==> images/layer_met2.png <==
Cells faint in the background.
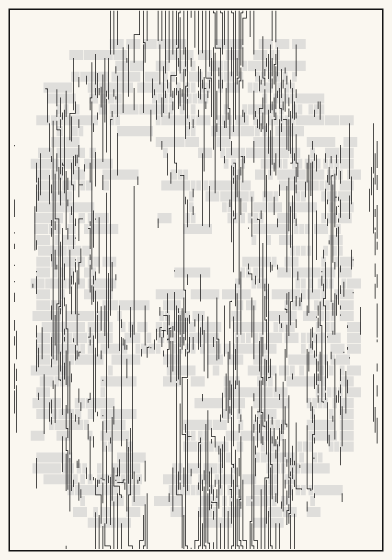
==> images/placement.png <==
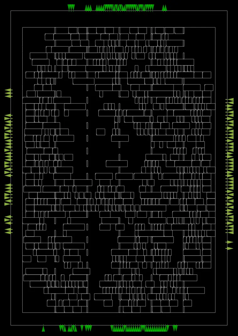
==> images/io_fan.png <==
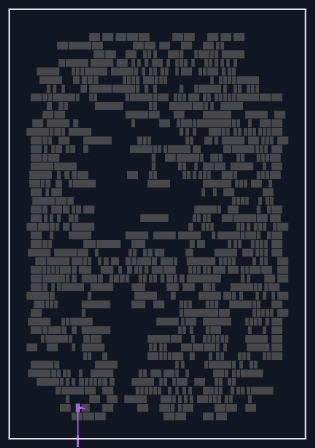
==> images/layer_met3.png <==
Scale bar: 20 um.
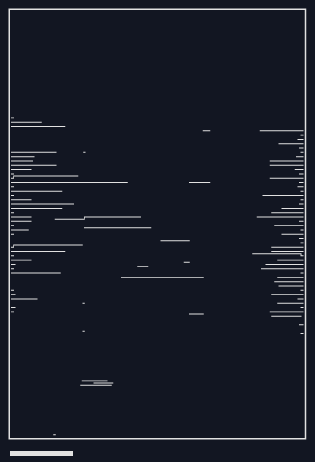
==> images/placement_by_type.png <==
Fill, decap, tap and diode cells in grey.
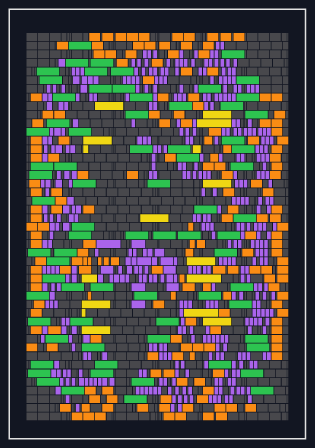
--- src/rtl/mem_sti_arb.sv ---
// mem_sti_arb: two-port round-robin arbiter and STI master for the serial-SRAM
// controller. Port 0 is instruction fetch and port 1 is data (MAR/MDR).
// Only one STI transaction is in flight at a time. Read data comes back with a
// one-cycle ack to the port that was granted.
// Optional build macro MEM_STI_ARB_WDOG_EN adds a BUSY watchdog. When it fires,
// the arbiter returns 16'hDEAD, sets the sticky err flag and still acks the port.
module mem_sti_arb #(
    parameter int TIMEOUT = 1023
) (
    input  logic        clk,
    input  logic        rst,
    input  logic        p0_req,
    input  logic        p0_we,
    input  logic [15:0] p0_addr,
    input  logic [15:0] p0_wdata,
    output logic        p0_ack,
    output logic [15:0] p0_rdata,
    input  logic        p1_req,
    input  logic        p1_we,
    input  logic [15:0] p1_addr,
    input  logic [15:0] p1_wdata,
    output logic        p1_ack,
    output logic [15:0] p1_rdata,
    output logic        init_txn,
    output logic        wtxn,
    output logic [15:0] addr,
    output logic [15:0] wdata,
    input  logic [15:0] rdata,
    input  logic        rdy,
    output logic        err
);

    typedef enum logic [1:0] {
        S_IDLE  = 2'd0,
        S_ISSUE = 2'd1,
        S_BUSY  = 2'd2,
        S_DONE  = 2'd3
    } state_t;

    state_t      r_state;
    logic        r_init_txn;
    logic        r_wtxn;
    logic [15:0] r_addr;
    logic [15:0] r_wdata;
    logic [1:0]  r_ack;
    logic        r_gnt;
    logic        r_last;
    logic        r_busy_first;

    // Pack both ports into arrays so that the winner can be selected by index.
    logic [1:0]  w_req;
    logic [1:0]  w_we;
    logic [15:0] w_addr  [2];
    logic [15:0] w_wdata [2];

    assign w_req      = {p1_req, p0_req};
    assign w_we       = {p1_we, p0_we};
    assign w_addr[0]  = p0_addr;
    assign w_addr[1]  = p1_addr;
    assign w_wdata[0] = p0_wdata;
    assign w_wdata[1] = p1_wdata;

    // On a tie, the port that did not complete last wins.
    // A single requester always wins.
    logic w_win;
    assign w_win = (w_req == 2'b11) ? ~r_last : w_req[1];

    // rdy is ignored in the first BUSY cycle. The slave may not have seen
    // init_txn yet, so rdy can still be high from before.
    logic w_busy_done;
    assign w_busy_done = (r_state == S_BUSY) && !r_busy_first && rdy;

    logic w_wdog_fire;

`ifdef MEM_STI_ARB_WDOG_EN
    localparam int CW = $clog2(TIMEOUT + 1);
    localparam logic [CW-1:0] CNT_LAST = CW'(TIMEOUT - 1);

    logic [CW-1:0] r_wdog_cnt;
    logic          r_err;

    assign w_wdog_fire = (r_state == S_BUSY) && !w_busy_done && (r_wdog_cnt == CNT_LAST);
    assign err         = r_err;

    // Count BUSY cycles. The count restarts on every entry to BUSY.
    always_ff @(posedge clk) begin
        if (rst) begin
            r_wdog_cnt <= '0;
        end else if (r_state == S_ISSUE) begin
            r_wdog_cnt <= '0;
        end else if (r_state == S_BUSY && !w_wdog_fire) begin
            r_wdog_cnt <= r_wdog_cnt + 1'b1;
        end
    end

    // Sticky error flag. Only reset clears it.
    always_ff @(posedge clk) begin
        if (rst) begin
            r_err <= 1'b0;
        end else if (w_wdog_fire) begin
            r_err <= 1'b1;
        end
    end
`else
    // TIMEOUT has no effect without the watchdog. It is kept so that both builds
    // share the same parameter list.
    logic w_unused_cfg;
    assign w_unused_cfg = (TIMEOUT != 0);
    assign w_wdog_fire  = 1'b0;
    assign err          = 1'b0;
`endif

    // Return data that goes into the granted port's return register.
    logic        w_capture;
    logic [15:0] w_ret;
    assign w_capture = w_busy_done || w_wdog_fire;
    assign w_ret     = w_busy_done ? rdata : 16'hDEAD;

    // One return register per port. Each register holds its value until the
    // next DONE for that port.
    genvar gi;
    generate
        for (gi = 0; gi < 2; gi++) begin : g_port
            logic [15:0] r_rdata;

            // Capture the return data when the granted transaction completes.
            always_ff @(posedge clk) begin
                if (rst) begin
                    r_rdata <= '0;
                end else if (w_capture && (r_gnt == gi[0])) begin
                    r_rdata <= w_ret;
                end
            end
        end
    endgenerate

    assign p0_rdata = g_port[0].r_rdata;
    assign p1_rdata = g_port[1].r_rdata;

    // Transaction FSM. It owns every registered STI output and both acks.
    always_ff @(posedge clk) begin
        if (rst) begin
            r_state      <= S_IDLE;
            r_init_txn   <= 1'b0;
            r_wtxn       <= 1'b0;
            r_addr       <= '0;
            r_wdata      <= '0;
            r_ack        <= '0;
            r_gnt        <= 1'b0;
            r_last       <= 1'b1;
            r_busy_first <= 1'b0;
        end else begin
            r_init_txn <= 1'b0;
            r_ack      <= '0;
            case (r_state)
                S_IDLE: begin
                    if (rdy && (|w_req)) begin
                        r_gnt      <= w_win;
                        r_wtxn     <= w_we[w_win];
                        r_addr     <= w_addr[w_win];
                        r_wdata    <= w_wdata[w_win];
                        r_init_txn <= 1'b1;
                        r_state    <= S_ISSUE;
                    end
                end
                S_ISSUE: begin
                    r_busy_first <= 1'b1;
                    r_state      <= S_BUSY;
                end
                S_BUSY: begin
                    r_busy_first <= 1'b0;
                    if (w_capture) begin
                        r_ack[r_gnt] <= 1'b1;
                        r_state      <= S_DONE;
                    end
                end
                S_DONE: begin
                    r_last  <= r_gnt;
                    r_state <= S_IDLE;
                end
                default: r_state <= S_IDLE;
            endcase
        end
    end

    assign init_txn = r_init_txn;
    assign wtxn     = r_wtxn;
    assign addr     = r_addr;
    assign wdata    = r_wdata;
    assign p0_ack   = r_ack[0];
    assign p1_ack   = r_ack[1];

endmodule

--- config.mk ---
export PLATFORM = sky130hd
export DESIGN_NAME = mem_sti_arb
export DESIGN_NICKNAME = d
export VERILOG_FILES = /design/src/rtl/mem_sti_arb.sv
export SDC_FILE = /design/constraint.sdc
export NUM_CORES = 1
export LEC_CHECK = 0
export ABC_AREA = 1
export CORE_AREA = 5 5 88 130
export DETAILED_ROUTE_END_ITERATION = 7
export DIE_AREA = 0 0 93 135
export GPL_TIMING_DRIVEN = 0
export PLACE_DENSITY = 0.68
export RECOVER_POWER = 50
export SYNTH_ARGS = -nofsm -noshare
export SYNTH_HDL_FRONTEND = slang
export SYNTH_SLANG_ARGS = --single-unit
--- constraint.sdc ---
create_clock -name clk -period 2.02 [get_ports clk]
set_input_delay 0.303 -clock clk [delete_from_list [all_inputs] [get_ports clk]]
set_output_delay 0.303 -clock clk [all_outputs]
set_load 0.02 [all_outputs]
==> run_results.csv <==
group,metric,value,unit
drt,drt-total-wl,10.6,mm
setup_path,reg2reg_setup_slack,0.34,ns
drt,antenna_left,0,
cells_and_area,fin_nets,792,
cells_and_area,antenna_cells,0,
power,clk-power,1.84,mW
synthesis,syn_nets,627,
cells_and_area,logic_area,1520,um^2
clock_tree,cts_setup_buffers,0,
clock_tree,cts_resized,0,
floorplanning,die_area,12600,um^2
cells_and_area,clk_share,6.30,%
cells_and_area,num-multi-input-gates,362,
setup_path,arrival,1.95,ns
drt,drc_errors,0,
synthesis,synth_top_area_share,42.3,%
power,max-vdd-ir-drop,0.461,mV
setup_path,path_max_fanout,10,
power,p_int,3.79,mW
status,status,"completed",
setup_path,path_class,"input pin to flip-flop",
drt,wl_per_cell,12.8,um
flow_run,max_cap_violations,0,
sta,min_period,1.69,ns
clock_tree,cts-root-buf,"clkbuf_16",
worst_hold_path,min_to,"p1_rdata[12]",
## Picture notes: layer_met2.png
The wires run mostly vertical. 595 nets have wire on it.

## Picture notes: placement.png
final instance count without filler cells: 823
fill count: 972
Core Rows: 45

## Picture notes: io_fan.png
Key: `err` = purple [bits 1, direction output, end cells 1, buffers 1, wire 12.2 um]

## Picture notes: layer_met3.png
The layer holds 6.4% of the routed length. 86 nets have wire on it.

## Picture notes: placement_by_type.png
Key: flops = green [cells 73, share of their area 27%]; clock drivers and dummy loads = yellow [cells 16, share of their area 6.5%]; other buffers and delay cells = orange [cells 179, share of their area 32%]; combinational and other logic = purple [cells 438, share of their area 34%]

==> worst max path at each step <==
stage / slack, ns / depth (start not counted) / startpoint / to
4_1_cts: 0.33 / 6 / r_state[0] / p1_rdata[9]
3_3_place_gp: 0.17 / 7 / p1_req / wdata[1]
6_report: 0.33 / 6 / rst / addr[0]
5_1_grt: 0.18 / 6 / rst / wdata[4]
3_5_place_dp: 0.12 / 7 / rdy / wdata[1]
2_1_floorplan: 0.62 / 8 / r_state[0] / p0_rdata[10]
==> layer usage <==
metal	track usage (%)	share of wire (%)	wire length, um
met4	7.50	1.7	175
met2	32.2	53	5620
met1	18.5	39	4090
met3	3.85	6.4	680
met5	0	0	0
==> through the flow <==
stage	instances	util [%]	cell area [um^2]	worst slack [ns]
2_1_floorplan	536	-	3460	0.616
3_3_place_gp	807	50.8	5150	0.166
3_5_place_dp	807	50.8	5150	0.120
4_1_cts	823	54.2	5490	0.329
5_1_grt	823	54.1	5490	0.178
6_report	823	54.1	5490	0.332
==> synth_stat cells <==
| master | count |
|---|---|
| nor2_2 | 10 |
| nand3_2 | 1 |
| inv_1 | 74 |
| buf_6 | 6 |
| nor2_4 | 2 |
| buf_2 | 7 |
| nand3_1 | 1 |
| conb_1 | 1 |
| o21ai_2 | 1 |
| o21ai_1 | 11 |
| inv_4 | 1 |
| a21boi_2 | 1 |
| nand2_4 | 1 |
| a21oi_1 | 5 |
| ha_1 | 4 |
| nand2_1 | 139 |
| buf_4 | 9 |
| clkbuf_1 | 3 |
| nand4_4 | 1 |
| nor2_1 | 161 |
| inv_2 | 1 |
| o21ai_0 | 23 |
| dfxtp_1 | 73 |
==> critical path: cells and delay by family <==
family	cells	cell delay, ns
simple gates	2	0.17
buf+inv	4	1.47
Power figures rest on the tool's default switching activity, not on a simulated workload.
